`src/rtl/counter_multi_pkg.sv`:
```
// Shared definitions for the multi-channel up/down counter.
// Holds the width helper used to size each channel's value bus.
package counter_multi_pkg;

  // Number of bits needed to represent val (at least one bit).
  function automatic int log2(input int val);
    int bits;
    bits = 1;
    while ((32'sd1 <<< bits) <= val) begin
      bits = bits + 1;
    end
    return bits;
  endfunction

endpackage

```
`src/rtl/counter_multi_if.sv`:
```
// Control/status bundle of the multi-channel counter.
// Channel i occupies bit i of the scalar vectors and [i*WIDTH +: WIDTH] of the buses.
interface counter_multi_if
  import counter_multi_pkg::*;
#(
  parameter int NCHAN = 2,
  parameter int WIDTH = log2(255)
);
  logic [NCHAN-1:0]       clr;
  logic [NCHAN-1:0]       load;
  logic [NCHAN*WIDTH-1:0] load_value;
  logic [NCHAN-1:0]       ena;
  logic [NCHAN-1:0]       dir;
  logic [NCHAN*WIDTH-1:0] value;
  logic [NCHAN-1:0]       at_limit;
  logic [NCHAN-1:0]       tc;

  modport master (
    output clr, load, load_value, ena, dir,
    input  value, at_limit, tc
  );

  modport slave (
    input  clr, load, load_value, ena, dir,
    output value, at_limit, tc
  );
endinterface

```
`src/rtl/counter_multi_lane.sv`:
```
// One counter channel: clear > load > count > hold, bounded to [LOWER, UPPER].
// Arithmetic runs two bits wider than the value so offsets never overflow.
module counter_lane
  import counter_multi_pkg::*;
#(
  parameter int WIDTH = 8,
  parameter int LOWER = 0,
  parameter int UPPER = 255,
  parameter int STEP  = 1,
  parameter bit WRAP  = 1'b0
) (
  input  logic             clk,
  input  logic             rst_n,
  input  logic             clr,
  input  logic             load,
  input  logic [WIDTH-1:0] load_value,
  input  logic             ena,
  input  logic             dir,
  output logic [WIDTH-1:0] value,
  output logic             at_limit,
  output logic             tc
);
  localparam int AW = WIDTH + 2;
  localparam logic signed [AW-1:0] LO_C    = AW'(LOWER);
  localparam logic signed [AW-1:0] HI_C    = AW'(UPPER);
  localparam logic signed [AW-1:0] STEP_C  = AW'(STEP);
  localparam logic signed [AW-1:0] RANGE_C = AW'(UPPER - LOWER + 1);
  localparam logic signed [AW-1:0] ZERO_C  = AW'(0);

  logic signed [AW-1:0] cur_s;
  logic signed [AW-1:0] ld_s;
  logic signed [AW-1:0] off_s;
  logic signed [AW-1:0] res_s;
  logic [WIDTH-1:0]     next_value_s;
  logic                 next_tc_s;
  logic [WIDTH-1:0]     value_r;
  logic                 tc_r;

  // Next value and terminal-count flag from the prioritised controls.
  always_comb begin
    cur_s     = signed'({2'b00, value_r});
    ld_s      = signed'({2'b00, load_value});
    off_s     = ZERO_C;
    res_s     = cur_s;
    next_tc_s = 1'b0;
    if (clr) begin
      res_s = LO_C;
    end else if (load) begin
      if (ld_s < LO_C) begin
        res_s = LO_C;
      end else if (ld_s > HI_C) begin
        res_s = HI_C;
      end else begin
        res_s = ld_s;
      end
    end else if (ena) begin
      if (dir) begin
        off_s = cur_s - LO_C + STEP_C;
        if (off_s < RANGE_C) begin
          res_s = cur_s + STEP_C;
        end else begin
          next_tc_s = 1'b1;
          res_s     = WRAP ? (LO_C + off_s - RANGE_C) : HI_C;
        end
      end else begin
        off_s = cur_s - LO_C - STEP_C;
        if (off_s >= ZERO_C) begin
          res_s = cur_s - STEP_C;
        end else begin
          next_tc_s = 1'b1;
          res_s     = WRAP ? (LO_C + off_s + RANGE_C) : LO_C;
        end
      end
    end else begin
      res_s = cur_s;
    end
    next_value_s = WIDTH'(res_s);
  end

  // Value and flag registers.
  always_ff @(posedge clk or negedge rst_n) begin
    if (!rst_n) begin
      value_r <= WIDTH'(LOWER);
      tc_r    <= 1'b0;
    end else begin
      value_r <= next_value_s;
      tc_r    <= next_tc_s;
    end
  end

  assign value    = value_r;
  assign tc       = tc_r;
  assign at_limit = dir ? (value_r == WIDTH'(UPPER)) : (value_r == WIDTH'(LOWER));
endmodule

```
`src/rtl/counter_multi.sv`:
```
// NCHAN independent bounded up/down counters sharing clock and reset.
// Bit i of WRAPAROUND selects wrap (1) or saturate (0) for channel i.
module counter_multi
  import counter_multi_pkg::*;
#(
  parameter int             NCHAN      = 2,
  parameter int             LOWER      = 0,
  parameter int             UPPER      = 255,
  parameter int             STEP       = 1,
  parameter logic [NCHAN-1:0] WRAPAROUND = '0
) (
  input  logic                 clk,
  input  logic                 rst_n,
  counter_multi_if.slave       bus
);
  localparam int WIDTH = log2(UPPER);

  logic [NCHAN*WIDTH-1:0] value_s;
  logic [NCHAN-1:0]       at_limit_s;
  logic [NCHAN-1:0]       tc_s;

  for (genvar g = 0; g < NCHAN; g++) begin : g_lane
    counter_lane #(
      .WIDTH (WIDTH),
      .LOWER (LOWER),
      .UPPER (UPPER),
      .STEP  (STEP),
      .WRAP  (WRAPAROUND[g])
    ) u_lane (
      .clk        (clk),
      .rst_n      (rst_n),
      .clr        (bus.clr[g]),
      .load       (bus.load[g]),
      .load_value (bus.load_value[g*WIDTH +: WIDTH]),
      .ena        (bus.ena[g]),
      .dir        (bus.dir[g]),
      .value      (value_s[g*WIDTH +: WIDTH]),
      .at_limit   (at_limit_s[g]),
      .tc         (tc_s[g])
    );
  end

  assign bus.value    = value_s;
  assign bus.at_limit = at_limit_s;
  assign bus.tc       = tc_s;
endmodule

```
`src/flat_wrapper.sv`:
```
// flat-port wrapper written by rule: the top's interface ports become plain ports
module counter_multi_flat import counter_multi_pkg::*;
#(
  parameter int             NCHAN      = 2,
  parameter int             LOWER      = 0,
  parameter int             UPPER      = 255,
  parameter int             STEP       = 1,
  parameter logic [NCHAN-1:0] WRAPAROUND = '0
)
  (clk, rst_n, bus_clr, bus_load, bus_load_value, bus_ena, bus_dir, bus_value, bus_at_limit, bus_tc);
  counter_multi_if #(.NCHAN(NCHAN), .WIDTH((4))) bus_i ();
  input  logic clk;
  input  logic rst_n;
  input wire logic [$bits(bus_i.clr)-1:0] bus_clr;
  input wire logic [$bits(bus_i.load)-1:0] bus_load;
  input wire logic [$bits(bus_i.load_value)-1:0] bus_load_value;
  input wire logic [$bits(bus_i.ena)-1:0] bus_ena;
  input wire logic [$bits(bus_i.dir)-1:0] bus_dir;
  output wire logic [$bits(bus_i.value)-1:0] bus_value;
  output wire logic [$bits(bus_i.at_limit)-1:0] bus_at_limit;
  output wire logic [$bits(bus_i.tc)-1:0] bus_tc;
  assign bus_i.clr = bus_clr;
  assign bus_i.load = bus_load;
  assign bus_i.load_value = bus_load_value;
  assign bus_i.ena = bus_ena;
  assign bus_i.dir = bus_dir;
  assign bus_value = bus_i.value;
  assign bus_at_limit = bus_i.at_limit;
  assign bus_tc = bus_i.tc;
  counter_multi #(.NCHAN(NCHAN), .LOWER(LOWER), .UPPER(UPPER), .STEP(STEP), .WRAPAROUND(WRAPAROUND)) u_core (.clk(clk), .rst_n(rst_n), .bus(bus_i));
endmodule
```
`config.mk`:
```
export PLATFORM = sky130hd
export DESIGN_NAME = counter_multi_flat
export DESIGN_NICKNAME = d
export VERILOG_FILES = /design/src/rtl/counter_multi_pkg.sv /design/src/rtl/counter_multi_if.sv /design/src/rtl/counter_multi_lane.sv /design/src/rtl/counter_multi.sv /design/src/flat_wrapper.sv
export SDC_FILE = /design/constraint.sdc
export NUM_CORES = 1
export LEC_CHECK = 0
export CORE_MARGIN = 5
export CORE_UTILIZATION = 31
export CTS_BUF_LIST = sky130_fd_sc_hd__clkbuf_16
export DETAILED_ROUTE_END_ITERATION = 10
export SLEW_MARGIN = 30
export SYNTH_ARGS = -nofsm -noshare
export SYNTH_HDL_FRONTEND = slang
export SYNTH_SLANG_ARGS = --single-unit
```
`constraint.sdc`:
```
create_clock -name clk -period 2.47 [get_ports clk]
set_input_delay 0.3705 -clock clk [delete_from_list [all_inputs] [get_ports clk]]
set_output_delay 0.3705 -clock clk [all_outputs]
set_load 0.05 [all_outputs]
```
Track usage over the die:
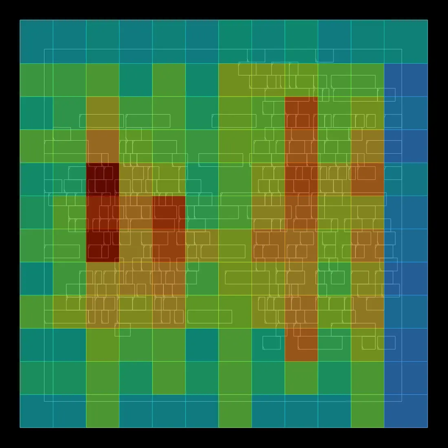
gr busiest metal: met2
Core Util, Final: 0.400
routed length per placed instance: 15.5 µm
met2 usage: 0.236
met1 Use GR: 0.182

Placement density heat map:
The bar under the picture is 20 µm long. The die is cut into 8 by 8 equal tiles; black is low, pale yellow is high, 0 to 100% covered.
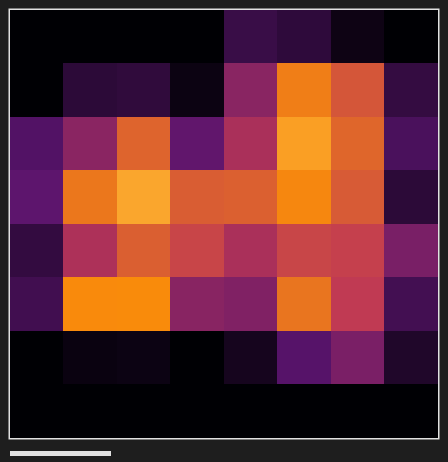
tiles over 75% full = 3.1%
nearly empty tiles = 25%
densest ninth of the die = center
mean over tiles = 29%
fullest tile = 81%

Wire density map:
The bar under the picture is 20 µm long. The die is cut into 17 by 17 equal tiles; black is low, pale yellow is high, scaled to the fullest tile. Values are wire area over tile area, all layers added.
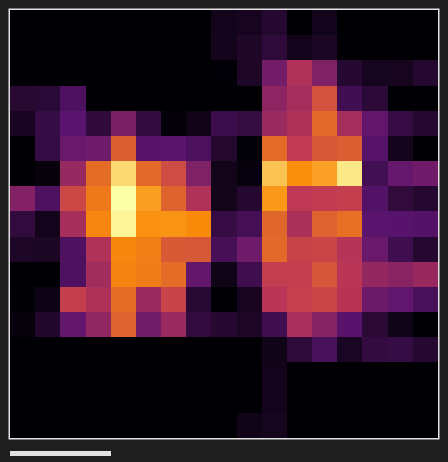
nearly empty tiles = 38%
fullest tile = 0.52
tiles over half the peak = 18%

M1 wires:
The bar under the picture is 20 µm long.
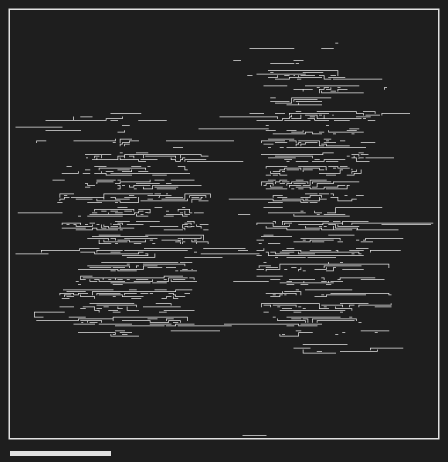
wire length on this layer = 2270 µm
share of all routed wire = 46%
main direction = horizontal

==> qor.csv <==
metric;value;unit
outcome;finished clean;
synthesis area per yosys;1740;µm²
Clock Pin Slew Worst Setup and Hold Paths;0.06;ns
Top Consumer;combinational logic;
slowest cell delay on critical path;0.48;ns
Final Cell Area;2190;µm²
# clk buffers;3;
fin cells;318;
Rows;27;
first-pass iteration count of the detailed router;4;
number of port buffers;29;
Gate Count Post-Synth;224;
hold-fix buffers at CTS;0;
Yosys Instances;224;
count of library flops with an enable pin;0;
Die X;85.0;µm
Pre-Place Util;0.318;
grt met3 use;0.0340;
clock tree buffer depth;2;
Critical Path AT;1.83;ns
vias in the first global route;1734;
initial antenna violation count;0;
worst slack, placed;0.357;ns
max cap viols;0;
Top cells excl fill/tap;clkdlybuf4s50_1 (27), a21oi_1 (18), dfrtp_1 (18), nor2_1 (14), o21ai_0 (14);
Cell Type Count;57;
multi-input logic portion of the cell area;0.527;
Logic cell area;1150;µm²
R2R Path End;u_core.g_lane[1].u_lane.value[6];
DRC Markers;0;
worst vdd ir;340;µV
Max Slew Vio Count;0;
Worst path depth;5;
antenna-violating nets left;0;
Int Pwr;0.728;mW
die height;85.0;µm
I/O pin count;30;
NonClk Buf Share;0.176;
crit path kind;reg -> out;
Compound Share, Synth;0.300;
Clk Latency, worst-skew pair;0.25;ns
clk cell area share;0.0360;
crit share post-route;0.889;
xor+xnor area frac;0.0101;
top cells by area;dfrtp_1 (26%), a21oi_1 (5.2%), ha_1 (4.3%);
Top cell excl fill/tap;clkdlybuf4s50_1;
Final TNS setup;0;ns
relative slew slack;0.668;
post-synthesis async set-or-reset flop share;1.00;
Dominant flop cell;dfrtp_1;
TritonCTS buffer count;3;
Flop pwr share;0.336;
n_diodes;0;
Crit path max-delay family;simple AND/OR/NAND/NOR gates;
Logic power comb;0.427;mW
crit path launch type;flop;
WL final;4940;µm
CTS H-tree lvls;1;
met1 wire length;2270;µm
Routed met2 length;2320;µm
Non-clk bufs;39;
Worst Reg-to-Reg Cells;6;
Avg Inst Size Synth;7.78;µm²
measured slew at the worst slew-check pin;0.496;ns
Pwr Density;531;nW/µm²
slowest stage cell, crit path;dfrtp_1;
Critical Path Sink;bus_at_limit[1];
clock distribution power;0.344;mW
CP Buf/Inv Count;1;
largest class;combinational gates;
number of synthesized register bits;18;
r2r setup slk;0.38;ns
Critical R2R Launch;u_core.g_lane[1].u_lane.value[0];
gpl congestion;0.849;
worst-path fanout max;9;
Hold Path Class;in -> async;
comb area leader;AND-OR/OR-AND gates;
dpl cells;314;
vias post-DR;1814;
DP Area;2110;µm²
Psw;0.434;mW
Max Clock Freq;455;MHz
Worst Skew;0.00199;ns
synth-to-layout area growth;25.6;%
Basic Gates by Area;0.292;
Syn Std Cell Area;1740;µm²
synthesis warning total;0;
TAP cells;72;
Synth area leader;dfrtp_1;
Power and IR drop assume default switching activity.
